<file path="src/rtl/seqgen_tx.sv">
`default_nettype none
// ==== seqgen_tx: sync preamble + MSB-first payload serial transmitter; SEQGEN_PARITY_EN adds even parity | rev 1.0 ====
module seqgen_tx #(
  parameter int         DATA_W     = 8,
  parameter logic [7:0] PREAMBLE   = 8'b01000010,
  parameter logic       IDLE_LEVEL = 1'b1
) (
  input  logic              Clk,
  input  logic              Reset_n,
  input  logic              Start,
  input  logic [DATA_W-1:0] Data,
  output logic              Ready,
  output logic              Out,
  output logic              Done
);

  localparam logic [1:0] S_IDLE  = 2'd0;
  localparam logic [1:0] S_PRE   = 2'd1;
  localparam logic [1:0] S_PAY   = 2'd2;
`ifdef SEQGEN_PARITY_EN
  localparam logic [1:0] S_PAR   = 2'd3;
`endif
  localparam logic [3:0] CNT_PRE = 4'd7;
  localparam logic [3:0] CNT_PAY = 4'(DATA_W - 1);

  logic [1:0]        state_q, state_d;
  logic [3:0]        cnt_q, cnt_d;
  logic [DATA_W-1:0] shift_q, shift_d;
  logic              out_q, out_d;
  logic              done_q, done_d;
`ifdef SEQGEN_PARITY_EN
  logic              par_q, par_d;
`endif

  always_ff @(posedge Clk or negedge Reset_n) begin
    if (!Reset_n) begin
      state_q <= S_IDLE;
      cnt_q   <= '0;
      shift_q <= '0;
      out_q   <= IDLE_LEVEL;
      done_q  <= 1'b0;
`ifdef SEQGEN_PARITY_EN
      par_q   <= 1'b0;
`endif
    end else begin
      state_q <= state_d;
      cnt_q   <= cnt_d;
      shift_q <= shift_d;
      out_q   <= out_d;
      done_q  <= done_d;
`ifdef SEQGEN_PARITY_EN
      par_q   <= par_d;
`endif
    end
  end

  // state_q/cnt_q describe the bit currently on Out; Ready is high only in IDLE
  always_comb begin
    state_d = state_q;
    cnt_d   = cnt_q;
    shift_d = shift_q;
`ifdef SEQGEN_PARITY_EN
    par_d   = par_q;
`endif
    case (state_q)
      S_IDLE: begin
        if (Start) begin
          state_d = S_PRE;
          cnt_d   = CNT_PRE;
          shift_d = Data;
`ifdef SEQGEN_PARITY_EN
          par_d   = ^Data;
`endif
        end
      end
      S_PRE: begin
        if (cnt_q == 4'd0) begin
          state_d = S_PAY;
          cnt_d   = CNT_PAY;
        end else begin
          cnt_d = cnt_q - 4'd1;
        end
      end
      S_PAY: begin
        shift_d = shift_q << 1;
        if (cnt_q == 4'd0) begin
`ifdef SEQGEN_PARITY_EN
          state_d = S_PAR;
`else
          state_d = S_IDLE;
`endif
          cnt_d = 4'd0;
        end else begin
          cnt_d = cnt_q - 4'd1;
        end
      end
`ifdef SEQGEN_PARITY_EN
      S_PAR: begin
        state_d = S_IDLE;
        cnt_d   = 4'd0;
      end
`endif
      default: begin
        state_d = S_IDLE;
        cnt_d   = 4'd0;
      end
    endcase
  end

  // Out/Done are registered copies of the bit selected by the next state
  always_comb begin
    out_d  = IDLE_LEVEL;
    done_d = 1'b0;
    Ready  = (state_q == S_IDLE);
    case (state_d)
      S_PRE: out_d = PREAMBLE[cnt_d[2:0]];
      S_PAY: begin
        out_d = shift_d[DATA_W-1];
`ifndef SEQGEN_PARITY_EN
        done_d = (cnt_d == 4'd0);
`endif
      end
`ifdef SEQGEN_PARITY_EN
      S_PAR: begin
        out_d  = par_d;
        done_d = 1'b1;
      end
`endif
      default: out_d = IDLE_LEVEL;
    endcase
  end

  assign Out  = out_q;
  assign Done = done_q;

endmodule
`default_nettype wire
</file>
<file path="config.mk">
export PLATFORM = sky130hd
export DESIGN_NAME = seqgen_tx
export DESIGN_NICKNAME = d
export VERILOG_FILES = /design/src/rtl/seqgen_tx.sv
export SDC_FILE = /design/constraint.sdc
export NUM_CORES = 1
export LEC_CHECK = 0
export ABC_AREA = 1
export CORE_MARGIN = 8
export CORE_UTILIZATION = 46
export DETAILED_ROUTE_END_ITERATION = 10
export MAX_ROUTING_LAYER = met4
export PLACE_DENSITY = 0.73
export SLEW_MARGIN = 5
export SYNTH_ARGS = -nofsm -noshare
export SYNTH_HDL_FRONTEND = slang
export SYNTH_SLANG_ARGS = --single-unit
export TNS_END_PERCENT = 50
</file>
<file path="constraint.sdc">
create_clock -name Clk -period 1.3 [get_ports Clk]
set_input_delay 0.325 -clock Clk [delete_from_list [all_inputs] [get_ports Clk]]
set_output_delay 0.325 -clock Clk [all_outputs]
set_load 0.01 [all_outputs]
</file>
==> summary.txt <==
Notes on the flow run.

- The flow ran to the end, but the final reports show violations.
- The final reports fail on negative setup slack.
- The first-pass iteration count of the detailed router is 4, for reference.
- The number of buffers inserted by port buffering is 13, for reference.
- The synthesized netlist was found by Yosys to have 101 cells.
- The number of buffers created by CTS is 3, for reference.
- The endpoint of the worst setup timing path is Out$_DFF_PN1_, for reference.
- The top cell types in the final layout, fill and taps aside, are sky130_fd_sc_hd__buf_4 (21), sky130_fd_sc_hd__nand2_1 (19), sky130_fd_sc_hd__inv_1 (16).
- The I/O pin count is 14, for reference.
- The flip-flop and latch count is 16, for reference.
- The overall power is 3370 µW, for reference.
- Across the whole layout, storage elements account for 403 µm².
- Yosys reports that the leading cell type by area covers 44.2% of the netlist area.
- The number of global-route vias before repair was 876.
- Per the cell usage report, the commonest logic cell in the layout is sky130_fd_sc_hd__buf_4.
- The switching portion of total power is 42.1%, for reference.
- Per the post-place timing report, worst setup slack is -0.381 ns.
- VDD sags by at most 2.30 mV.
- Once the clock tree was built, the setup fixing pass inserted 3 buffers.
- The final hold violation count is 0, for reference.
- The sequential area share after synthesis is 47.3%, for reference.
- The clock group total power is 321 µW, for reference.
- After detailed routing, no signal wire sits above met4.
- The area of the multi-input gates is 437 µm², for reference.
- The length of routed wiring on met1 is 885 µm, for reference.
- The classification of the worst-slack hold path is input pin to async pin, for reference.
- The count of final setup violators is 4, for reference.
- The number of fill cells is 121, for reference.
- The critical-path maximum fanout is 4, for reference.
- The longest incremental delay of any stage on the critical path is reported as 0.40 ns.
- The final weighted congestion in routability-driven placement is 0.881, for reference.
- Among all cell classes, the greatest summed area belongs to multi-input combinational cells.
- The clock root buffer master is sky130_fd_sc_hd__clkbuf_4, for reference.
- The register fraction of the total cell area is 31.1%, for reference.
- The final worst setup slack is -0.156 ns, for reference.
- The registers of the reported paths see a clock transition of 0.09 ns.
- On the final layout, the worst hold slack is 0.355 ns.
- Summing every instance area after synthesis gives 850 µm².
- The detailed route wirelength on metal3 is 152 µm, for reference.
- Summing over the stages, the warning tally comes to 30.
- The worst path required time is 1.52 ns, for reference.
- For this design the total switching power over the nets is 1420 µW.
- The worst flop-to-flop path endpoint is Out$_DFF_PN1_, for reference.
- The final-report max-slew violation count is 0, for reference.
- In this run the static leakage power is 0.000635 µW.
- The sequential share of power is 25.0%, for reference.
- The combined buffer and inverter count along the critical path is 2, for reference.
- In this run, the synthesized area fraction spent on AND-OR/OR-AND gates is recorded as 13.7%.
- The power in sequential cells is 844 µW, for reference.
- The utilization after layout is 75.0%, for reference.
- The cell taking the most area after synthesis is sky130_fd_sc_hd__dfrtp_1, for reference.
- The vertical die dimension is 59.0 µm, for reference.
- The share of post-route cells with drive strength above 1 is 41.4%, for reference.
- The combinational group share of total power is 65.5%, for reference.
- The inverter count of the layout excluding clock inverters is 20, for reference.
- The most common flop cell mapped by yosys is sky130_fd_sc_hd__dfrtp_1, for reference.
- The finished cells cover 1290 µm².
- The post-synthesis average cell area is 8.41 µm², for reference.
- Yosys attributes the largest share of cell area to sky130_fd_sc_hd__dfrtp_1 (44%), sky130_fd_sc_hd__nand2_1 (11%), sky130_fd_sc_hd__inv_1 (8.4%).
- The register with the most flip-flops in the layout has 8 of them.
- The clock buffer instance count of the final layout is 4, for reference.
- Synthesis produced a netlist whose cell count is 101.
[how the worst min path moves through the flow]
| stage | from | to | slack [ns] | cells past startpoint |
|---|---|---|---|---|
| 6_report | Reset_n | shift_q[0]$_DFFE_PN0P_ | 0.35 | 2 |
| 5_1_grt | Reset_n | shift_q[3]$_DFFE_PN0P_ | 0.37 | 2 |
| 4_1_cts | Reset_n | state_q[1]$_DFF_PN0_ | 0.36 | 2 |
| 3_5_place_dp | shift_q[0]$_DFFE_PN0P_ | shift_q[0]$_DFFE_PN0P_ | 0.53 | 2 |
| 3_3_place_gp | shift_q[0]$_DFFE_PN0P_ | shift_q[0]$_DFFE_PN0P_ | 0.53 | 2 |
| 2_1_floorplan | Reset_n | Done$_DFF_PN0_ | 0.03 | 0 |
==> images/layer_met3.png <==
Drawn at 6 px/µm. Cells faint in the background.
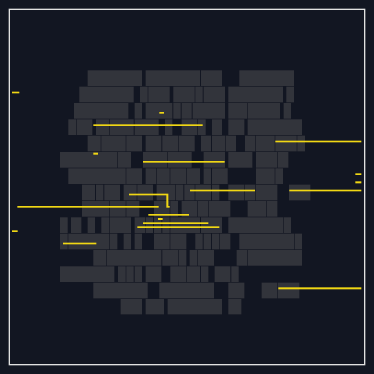
wire length on this layer: 152 µm
nets with wire on the layer: 16
main direction: horizontal
longest straight run: 23.2 µm
Global Route met3 Usage: 3.47%
vias after detailed routing: 825

==> images/sizes.png <==
Drawn at 4 px/µm.
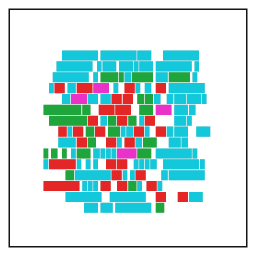
legend:
  cyan:
    size: _0 and _1 cells
    cells: 82
  green:
    size: _2 cells
    cells: 24
  red:
    size: _3 and _4 cells
    cells: 30
  magenta:
    size: _6 and larger
    cells: 4
setup slack of the critical path after layout: -0.156 ns
Non-clock buffers: 37
area delta synth->final: 52.4%

==> images/metal_density.png <==
Drawn at 6 px/µm. 12 x 12 tiles, from dark purple (low) to yellow (high), scaled to the fullest tile. Values are wire area over tile area, all layers added.
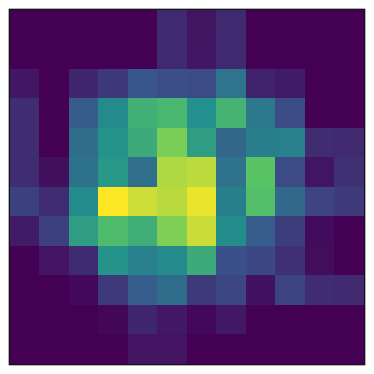
fullest tile: 0.46
mean over tiles: 0.10
emptiest ninth of the die: top right
densest ninth of the die: middle
tiles over half the peak: 16%
nearly empty tiles: 33%
routed wirelength normalized by instance count: 13.0 µm
All-Layer GR Usage: 14.3%

Power figures rest on the tool's default switching activity, not on a simulated workload.
